**Run 1: M1 wires**

Scale: 6 px per um. Supply wires on this layer in gray. Cells faint in the background.
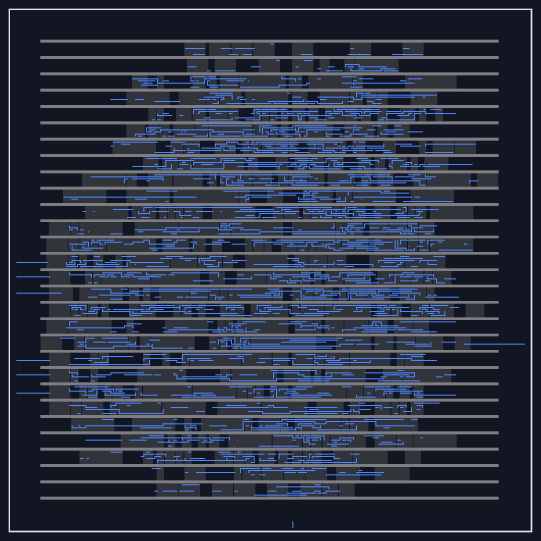
**Run 1: M2 wires**

Scale: 6 px per um.
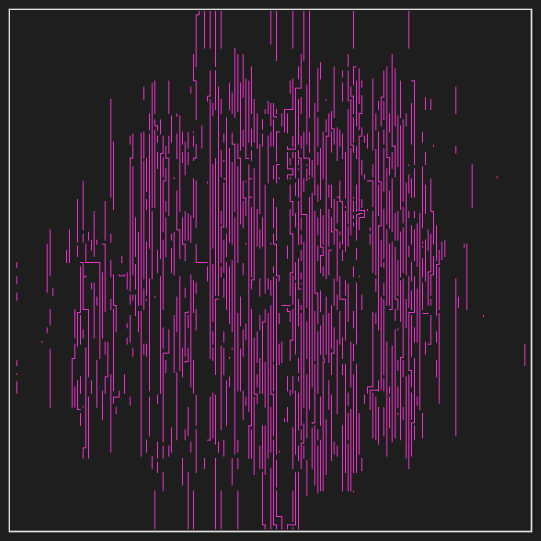
**Run 1: M3 wires**

Scale: 6 px per um. Cells faint in the background.
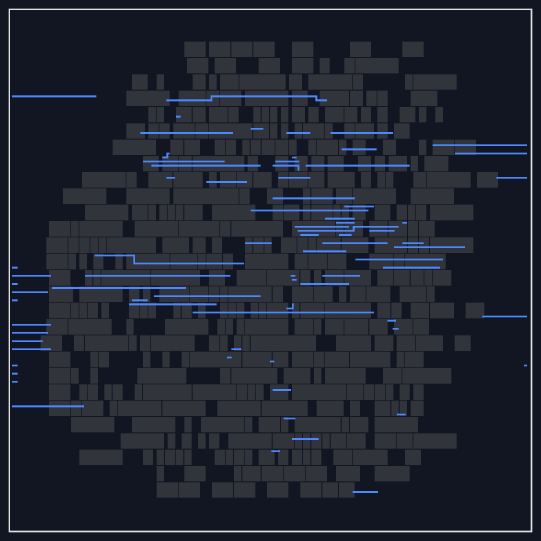
### src/rtl/serial_pattern_tx.sv
// serial_pattern_tx
//
// Serial bit-stream generator that feeds the one-hot serial sequence
// detectors. A frame is loaded through a valid/ready handshake. The frame is
// made of a pattern word, a length, a repeat count and a bit period. The
// pattern is sent MSB-first on w, one bit per bit period, for repeat+1 passes.
// Completion is reported with a one-cycle done pulse. An abort ends the frame
// early and is reported with a one-cycle aborted pulse.
//
// Ports:
//   clk            rising-edge clock
//   reset          synchronous, active-high reset
//   load_valid_i   request to start a frame
//   load_ready_o   block can accept a frame (idle and not in reset)
//   pattern_i      bits to send; pattern_i[length-1] goes out first
//   length_i       bits per pass; values above MAX_LEN clamp to MAX_LEN
//   repeat_i       extra passes; total passes = repeat_i + 1
//   bit_period_i   cycles each bit is held; 0 behaves like 1
//   abort_i        terminate the frame currently being sent
//   w_o            serial data bit (0 when not sending)
//   w_valid_o      w_o carries a frame bit
//   w_strobe_o     one-cycle pulse in the first cycle of every bit
//   busy_o         frame in progress
//   done_o         one-cycle pulse, frame completed normally
//   aborted_o      one-cycle pulse, frame terminated by abort
module serial_pattern_tx #(
    parameter int MAX_LEN = 16,
    parameter int LEN_W   = 5,
    parameter int DIV_W   = 8,
    parameter int REP_W   = 4
) (
    input  logic               clk,
    input  logic               reset,
    input  logic               load_valid_i,
    output logic               load_ready_o,
    input  logic [MAX_LEN-1:0] pattern_i,
    input  logic [LEN_W-1:0]   length_i,
    input  logic [REP_W-1:0]   repeat_i,
    input  logic [DIV_W-1:0]   bit_period_i,
    input  logic               abort_i,
    output logic               w_o,
    output logic               w_valid_o,
    output logic               w_strobe_o,
    output logic               busy_o,
    output logic               done_o,
    output logic               aborted_o
);

    localparam int IDX_W = (MAX_LEN > 1) ? $clog2(MAX_LEN) : 1;
    localparam logic [LEN_W-1:0] MAX_LEN_L = LEN_W'(MAX_LEN);

    typedef enum logic [1:0] {
        IDLE,
        SEND,
        FINISH
    } state_t;

    state_t             state_q, state_d;
    logic [MAX_LEN-1:0] pattern_q, pattern_d;
    logic [IDX_W-1:0]   lastIdx_q, lastIdx_d;
    logic [DIV_W-1:0]   period_q, period_d;
    logic [IDX_W-1:0]   bitIdx_q, bitIdx_d;
    logic [DIV_W-1:0]   perCnt_q, perCnt_d;
    logic [REP_W-1:0]   passCnt_q, passCnt_d;
    logic               aborted_q, aborted_d;

    logic [LEN_W-1:0]   lenClamp;
    logic [DIV_W-1:0]   periodCap;
    logic               accept;

    // Input conditioning applied at the moment of capture: oversize lengths
    // clamp to the register width and a zero period behaves as one cycle.
    always_comb begin
        lenClamp  = (length_i > MAX_LEN_L) ? MAX_LEN_L : length_i;
        periodCap = (bit_period_i == '0) ? DIV_W'(1) : bit_period_i;
        accept    = load_valid_i && load_ready_o;
    end

    // State and datapath registers. Reset clears everything, which also
    // drops any frame in flight without a done or aborted pulse.
    always_ff @(posedge clk) begin
        if (reset) begin
            state_q   <= IDLE;
            pattern_q <= '0;
            lastIdx_q <= '0;
            period_q  <= '0;
            bitIdx_q  <= '0;
            perCnt_q  <= '0;
            passCnt_q <= '0;
            aborted_q <= 1'b0;
        end else begin
            state_q   <= state_d;
            pattern_q <= pattern_d;
            lastIdx_q <= lastIdx_d;
            period_q  <= period_d;
            bitIdx_q  <= bitIdx_d;
            perCnt_q  <= perCnt_d;
            passCnt_q <= passCnt_d;
            aborted_q <= aborted_d;
        end
    end

    // Next-state logic. Three nested down-counters drive the frame: the
    // period counter (P-1..0) inside the bit index (len-1..0) inside the
    // pass counter (repeat..0). Each wraps only when it reads zero, so a new
    // pass restarts at the top bit with no idle cycle in between.
    always_comb begin
        state_d   = state_q;
        pattern_d = pattern_q;
        lastIdx_d = lastIdx_q;
        period_d  = period_q;
        bitIdx_d  = bitIdx_q;
        perCnt_d  = perCnt_q;
        passCnt_d = passCnt_q;
        aborted_d = 1'b0;

        case (state_q)
            IDLE: begin
                if (accept) begin
                    pattern_d = pattern_i;
                    lastIdx_d = IDX_W'(lenClamp - LEN_W'(1));
                    period_d  = periodCap;
                    bitIdx_d  = IDX_W'(lenClamp - LEN_W'(1));
                    perCnt_d  = periodCap - DIV_W'(1);
                    passCnt_d = repeat_i;
                    state_d   = (lenClamp == '0) ? FINISH : SEND;
                end
            end

            SEND: begin
                if (abort_i) begin
                    state_d   = IDLE;
                    aborted_d = 1'b1;
                end else if (perCnt_q != '0) begin
                    perCnt_d = perCnt_q - DIV_W'(1);
                end else begin
                    perCnt_d = period_q - DIV_W'(1);
                    if (bitIdx_q != '0) begin
                        bitIdx_d = bitIdx_q - IDX_W'(1);
                    end else if (passCnt_q != '0) begin
                        passCnt_d = passCnt_q - REP_W'(1);
                        bitIdx_d  = lastIdx_q;
                    end else begin
                        state_d = FINISH;
                    end
                end
            end

            FINISH: begin
                state_d = IDLE;
            end

            default: begin
                state_d = IDLE;
            end
        endcase
    end

    // Output decode. The strobe marks the cycle right after the period
    // counter was reloaded, which is the first cycle of each bit.
    always_comb begin
        load_ready_o = (state_q == IDLE) && !reset;
        busy_o       = (state_q != IDLE);
        done_o       = (state_q == FINISH);
        aborted_o    = aborted_q;
        w_valid_o    = (state_q == SEND);
        w_strobe_o   = (state_q == SEND) && (perCnt_q == period_q - DIV_W'(1));
        w_o          = (state_q == SEND) ? pattern_q[bitIdx_q] : 1'b0;
    end

endmodule

### config.mk
export PLATFORM = sky130hd
export DESIGN_NAME = serial_pattern_tx
export DESIGN_NICKNAME = d
export VERILOG_FILES = /design/src/rtl/serial_pattern_tx.sv
export SDC_FILE = /design/constraint.sdc
export NUM_CORES = 1
export LEC_CHECK = 0
export CAP_MARGIN = 30
export CORE_MARGIN = 5
export CORE_UTILIZATION = 49
export DETAILED_ROUTE_END_ITERATION = 8
export GPL_TIMING_DRIVEN = 0
export PLACE_DENSITY = 0.84
export RECOVER_POWER = 25
export SLEW_MARGIN = 20
export SYNTH_ARGS = -nofsm -noshare
export SYNTH_HDL_FRONTEND = slang
export SYNTH_SLANG_ARGS = --single-unit
### constraint.sdc
create_clock -name clk -period 2.2 [get_ports clk]
set_input_delay 0.22 -clock clk [delete_from_list [all_inputs] [get_ports clk]]
set_output_delay 0.22 -clock clk [all_outputs]
set_load 0.02 [all_outputs]
==> impl_results.html, run 1 <==
<h3>Flow metrics</h3>
<table>
<tr><th>Metric</th><th>Value</th></tr>
<tr><th colspan="2">Drt</th></tr>
<tr><td>Vias after detailed routing</td><td>2889</td></tr>
<tr><td>Number of detailed-routing iterations run before antenna repair</td><td>5</td></tr>
<tr><td>Post-detailed-route count of antenna-violating nets</td><td>0</td></tr>
<tr><td>Avg WL per Cell</td><td>17.0 um</td></tr>
<tr><td>1st-iter DRT viols</td><td>277</td></tr>
<tr><th colspan="2">Placed design</th></tr>
<tr><td>Port-buffer cells</td><td>42</td></tr>
<tr><td>Weighted congestion reported at the end of routability-driven placement</td><td>0.902</td></tr>
<tr><th colspan="2">Synthesis</th></tr>
<tr><td>Avg Synthesized Cell Area</td><td>8.14 um2</td></tr>
<tr><td>Netlist area before placement</td><td>0.00289 mm2</td></tr>
<tr><td>Share of synthesized cell area in full adder, half adder and majority cells</td><td>3.46%</td></tr>
<tr><td>Most instantiated cells after synthesis</td><td>nand2_1, dfxtp_1, o21ai_0, nor2_1, xnor2_1</td></tr>
<tr><td>Library cell occupying the most area in the post-synthesis netlist</td><td>dfxtp_1</td></tr>
<tr><td>Proportion of synthesized flip-flops having asynchronous set or reset</td><td>0%</td></tr>
<tr><td>Most used standard cell by instance count after synthesis</td><td>nand2_1</td></tr>
<tr><td>Synth Area in Compound Gates</td><td>18.6%</td></tr>
<tr><td>Yosys warnings</td><td>0</td></tr>
<tr><td>Synthesized chip area reported by yosys</td><td>0.00289 mm2</td></tr>
<tr><td>Number of synthesized register bits</td><td>47</td></tr>
<tr><td>Cell area leaders</td><td>dfxtp_1, nand2_1, o21ai_0</td></tr>
<tr><td>Total cells reported by yosys after synthesis</td><td>355</td></tr>
<tr><td>Total nets after synthesis</td><td>400</td></tr>
<tr><td>Main combinational cell family by area after synthesis</td><td>simple AND/OR/NAND/NOR gates</td></tr>
<tr><td>Number of distinct library cells after synthesis</td><td>55</td></tr>
<tr><th colspan="2">Critical path</th></tr>
<tr><td>Type of origin of the critical path</td><td>register</td></tr>
<tr><td>Worst Path Required</td><td>1.98 ns</td></tr>
<tr><td>Worst r2r src</td><td>bitIdx_q[0]</td></tr>
<tr><td>Worst Path Max Fanout</td><td>5</td></tr>
<tr><td>FF-to-FF path depth</td><td>8</td></tr>
<tr><td>Data arrival, critical path</td><td>1.99 ns</td></tr>
<tr><th colspan="2">Min path</th></tr>
<tr><td>End point of the worst hold path</td><td>perCnt_q[7]</td></tr>
<tr><td>Cells on Worst Hold Path</td><td>2</td></tr>
<tr><td>Hold Path Origin</td><td>reset</td></tr>
<tr><th colspan="2">Job</th></tr>
<tr><td>Max-cap viol count</td><td>0</td></tr>
<tr><td>Tally of OpenROAD warnings</td><td>30</td></tr>
<tr><th colspan="2">Floorplan</th></tr>
<tr><td>Die span in y</td><td>86.8 um</td></tr>
<tr><td>FP Core Util</td><td>49.7%</td></tr>
<tr><td>Number of rows in the core area</td><td>28</td></tr>
<tr><td>Die span in x</td><td>86.8 um</td></tr>
<tr><td>Die outline area</td><td>0.00753 mm2</td></tr>
<tr><th colspan="2">Cells and area</th></tr>
<tr><td>Total Nets Final</td><td>458</td></tr>
<tr><td>Layout Cell Area excl Fill</td><td>0.00375 mm2</td></tr>
<tr><td>Post-Layout Cell Count</td><td>489</td></tr>
<tr><td>Commonest non-fill, non-tap cells in the layout</td><td>nand2_1, dfxtp_1, clkdlybuf4s50_1</td></tr>
<tr><td>Number of inserted diodes</td><td>0</td></tr>
<tr><th colspan="2">Clock network</th></tr>
<tr><td>Number of sinks driven by the clock tree</td><td>47</td></tr>
<tr><td>CTS root buffer</td><td>clkbuf_8</td></tr>
<tr><td>Worst-Skew Late Latency</td><td>0.31 ns</td></tr>
<tr><td>CTS tree</td><td>yes</td></tr>
<tr><th colspan="2">Power and ir drop</th></tr>
<tr><td>Worst VDD drop</td><td>0.515 mV</td></tr>
<tr><td>Pwr Density</td><td>771 mW/mm2</td></tr>
<tr><td>Static Leak</td><td>0.00142 uW</td></tr>
<tr><th colspan="2">Run status</th></tr>
<tr><td>Status</td><td>finished with violations</td></tr>
<tr><td>Violated checks</td><td>negative setup slack</td></tr>
<tr><th colspan="2">Global routing</th></tr>
<tr><td>Gr ovfl total</td><td>0</td></tr>
<tr><td>Largest net degree at the start of global routing</td><td>15</td></tr>
<tr><td>Total Routing Usage GR</td><td>21.9%</td></tr>
<tr><th colspan="2">Timing</th></tr>
<tr><td>Setup Skew</td><td>0.0188 ns</td></tr>
<tr><td>Pins over their slew limit</td><td>0</td></tr>
<tr><td>Final setup violation count</td><td>1</td></tr>
<tr><td>Max transition margin</td><td>57.9%</td></tr>
<tr><td>Minimum clock period after layout</td><td>2.21 ns</td></tr>
<tr><td>Final setup slack of the worst path</td><td>-0.00582 ns</td></tr>
</table>
About 'M1 wires':
share of all routed wire	40%
nets with wire on the layer	422

About 'M2 wires':
share of all routed wire	51%
longest straight run	43.2 um
wire length on this layer	4230 um
nets with wire on the layer	390

About 'M3 wires':
nets with wire on the layer	61
longest straight run	29.9 um
share of all routed wire	6.6%
wire length on this layer	549 um
main direction	horizontal

## run 1: through the flow
step | total power [uW] | worst slack [ns] | util (%) | TNS (ns) | hold WS (ns)
final | 2890 | -0.00582 | 64.5 | -0.00582 | 0.266
after global routing | 3020 | -0.0736 | 64.5 | -0.367 | 0.255
after CTS | 2790 | -0.0526 | 63.0 | -0.0873 | 0.245
after detailed placement | 1950 | -0.466 | 58.6 | -7.25 | 0.450
after global placement | 1920 | -0.449 | 58.6 | -4.69 | 0.444
after floorplan | 1690 | 0.127 | - | 0 | 0.328
## run 1: routing by layer
metal	share of wire [%]	vias up	wire (um)	track usage, %
met5	0	-	0	0
met4	2.6	0	213	9.21
met3	6.6	21	548	4.09
met2	51	122	4230	38.7
met1	40	1373	3310	25.8
li1	-	1373	-	-
## run 1: worst max-delay path, stage by stage, from the launching register on
cell	delay, ns
dfxtp_4	0.39
or3_4	0.44
nor3b_4	0.22
xnor3_1	0.16
nand2_1	0.06
nor4_2	0.23
buf_4	0.18
## run 1: registers in the layout, summed over array words and instances, names as in the netlist
| signal | cells |
|---|---|
| aborted_o | 1 |
| bitIdx_q | 4 |
| lastIdx_q | 4 |
| passCnt_q | 4 |
| pattern_q | 16 |
| perCnt_q | 8 |
| period_q | 8 |
| state_q | 2 |
## run 1: timing repair
action,CTS,global route
hold buffers,0,0
endpoints found under the setup margin,15,15
pin swaps,8,10
setup buffers,10,2
resized,31,17
## run 1: report_power, final
group	internal, uW	switching [uW]
combinational	532	544
clock	455	306
sequential	951	103
total	1940	952
## run 1: area by class of cell
cell class	count	area [um2]
fill	490	2070
clock inverter	2	60.1
clock buffer	6	72.6
buffer	17	82.6
tap	75	93.8
multi-input combinational	274	1920
sequential	47	956
inverter	14	52.6
timing repair buffer	54	508
==> run 2: changes to the inputs <==
- CAP_MARGIN: 30 -> not set
**Run 2: M3 wires**

Scale: 6 px per um. Cells faint in the background.
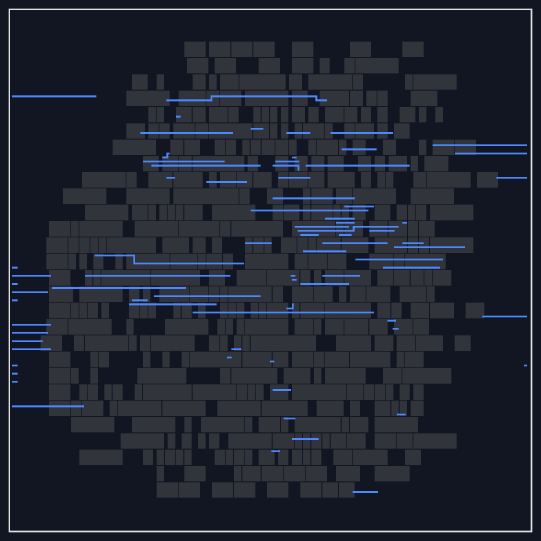
share of all routed wire	6.6%
nets with wire on the layer	61
main direction	horizontal
wire length on this layer	549 um
wire length reported by the detailed router: 8310 um
GRT met3 Usage: 4.09%

**Run 2: M1 wires**

Scale: 6 px per um. Supply wires on this layer in gray. Cells faint in the background.
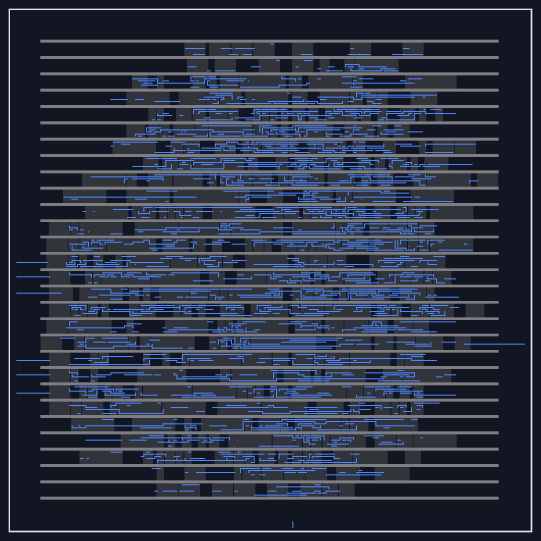
wire length on this layer	3310 um
main direction	horizontal
vias after detailed routing: 2889
global routing met1 resource utilization: 25.8%

==> impl_results.html, run 2 <==
<h3>Flow metrics</h3>
<table>
<tr><th>Metric</th><th>Value</th></tr>
<tr><th colspan="2">Run status</th></tr>
<tr><td>Violated checks</td><td>negative setup slack</td></tr>
<tr><td>Status</td><td>finished with violations</td></tr>
<tr><th colspan="2">Timing</th></tr>
<tr><td>Hold slack</td><td>0.266 ns</td></tr>
<tr><td>Final setup slack of the worst path</td><td>-0.00582 ns</td></tr>
<tr><td>Final setup violation count</td><td>1</td></tr>
<tr><td>Max transition margin</td><td>57.9%</td></tr>
<tr><td>Pins over their slew limit</td><td>0</td></tr>
<tr><td>Setup Skew</td><td>0.0188 ns</td></tr>
<tr><th colspan="2">Job</th></tr>
<tr><td>Tally of OpenROAD warnings</td><td>30</td></tr>
<tr><td>Max-cap viol count</td><td>0</td></tr>
<tr><th colspan="2">Cells and area</th></tr>
<tr><td>Fill cell total of the finished layout</td><td>490</td></tr>
<tr><td>Total Nets Final</td><td>458</td></tr>
<tr><td>Sequential cell area</td><td>956 um2</td></tr>
<tr><td>Number of inserted diodes</td><td>0</td></tr>
<tr><td>Largest register by flop count</td><td>pattern_q</td></tr>
<tr><td>Commonest non-fill, non-tap cells in the layout</td><td>nand2_1, dfxtp_1, clkdlybuf4s50_1</td></tr>
<tr><th colspan="2">Floorplan</th></tr>
<tr><td>Die span in x</td><td>86.8 um</td></tr>
<tr><td>FP Core Util</td><td>49.7%</td></tr>
<tr><td>Die outline area</td><td>0.00753 mm2</td></tr>
<tr><th colspan="2">Power and ir drop</th></tr>
<tr><td>Sw frac</td><td>33.0%</td></tr>
<tr><td>Power dissipated by switching net loads</td><td>952 uW</td></tr>
<tr><td>Power drawn by the combinational cells</td><td>1080 uW</td></tr>
<tr><td>Pwr Density</td><td>771 mW/mm2</td></tr>
<tr><td>Worst VDD drop</td><td>0.515 mV</td></tr>
<tr><td>Sequential cell power</td><td>1050 uW</td></tr>
<tr><td>Clock-net power</td><td>761 uW</td></tr>
<tr><th colspan="2">Global routing</th></tr>
<tr><td>Total Routing Usage GR</td><td>21.9%</td></tr>
<tr><td>Gr ovfl total</td><td>0</td></tr>
<tr><th colspan="2">Critical path</th></tr>
<tr><td>Worst Path Max Fanout</td><td>5</td></tr>
<tr><td>FF-to-FF path depth</td><td>8</td></tr>
<tr><td>Type of origin of the critical path</td><td>register</td></tr>
<tr><td>Worst Path Required</td><td>1.98 ns</td></tr>
<tr><th colspan="2">Synthesis</th></tr>
<tr><td>Yosys warnings</td><td>0</td></tr>
<tr><td>Cell area leaders</td><td>dfxtp_1, nand2_1, o21ai_0</td></tr>
<tr><td>Proportion of synthesized flip-flops having asynchronous set or reset</td><td>0%</td></tr>
<tr><td>Avg Synthesized Cell Area</td><td>8.14 um2</td></tr>
<tr><td>Synthesized chip area reported by yosys</td><td>0.00289 mm2</td></tr>
<tr><th colspan="2">Clock network</th></tr>
<tr><td>Worst-Skew Late Latency</td><td>0.31 ns</td></tr>
<tr><td>Number of sinks driven by the clock tree</td><td>47</td></tr>
<tr><th colspan="2">Drt</th></tr>
<tr><td>Avg WL per Cell</td><td>17.0 um</td></tr>
</table>
==> run 2: cell counts after synthesis <==
Identical to the previous run, type by type.
==> run 2: final timing paths <==
check	start	to	slack, ns
setup / recovery	period_q[2]	w_strobe_o	-0.006
hold / removal	reset	perCnt_q[7]	0.27
hold reg to reg	pattern_q[13]	pattern_q[13]	0.46
setup reg to reg	bitIdx_q[0]	bitIdx_q[0]	0.05
==> run 2: cell families after synthesis <==
| kind of cell | Yosys count |
|---|---|
| DFF | 47 |
| adders and majority gates | 8 |
| xor gates and xnor gates | 24 |
| buffers and inverters | 34 |
| AOI/OAI and AO/OA | 84 |
| muxes | 11 |
| and+or+nand+nor | 147 |
==> run 2: metal layers <==
layer	global-route usage, %	vias up	wire, um
met1	25.8	1373	3310
met3	4.09	21	548
met5	0	-	0
met2	38.7	122	4230
li1	-	1373	-
met4	9.21	0	213
==> run 2: through the flow <==
step                      instance area, um2  total power, uW
after floorplan                         2900             1690
after global placement                  3410             1920
after detailed placement                3410             1950
after CTS                               3660             2790
after global routing                    3750             3020
final                                   3750             2890
==> run 2: cell type report <==
| class | count | share of cell area [%] |
|---|---|---|
| Multi-Input combinational cell | 274 | 51.3 |
| Sequential cell | 47 | 25.5 |
| Timing Repair Buffer | 54 | 13.6 |
| Tap cell | 75 | 2.50 |
| Buffer | 17 | 2.20 |
| Clock buffer | 6 | 1.94 |
| Clock inverter | 2 | 1.60 |
| Inverter | 14 | 1.40 |
==> run 2: critical path: stages, from the launching register on <==
cell	delay, ns
dfxtp_4	0.39
or3_4	0.44
nor3b_4	0.22
xnor3_1	0.16
nand2_1	0.06
nor4_2	0.23
buf_4	0.18
==> run 2: timing repair <==
item                                    CTS  global route
pin swaps                                 8            10
hold buffers                              0             0
setup buffers                            10             2
cloned                                    0             0
endpoints found under the setup margin   15            15
gates resized                            31            17
Power figures rest on the tool's default switching activity, not on a simulated workload.
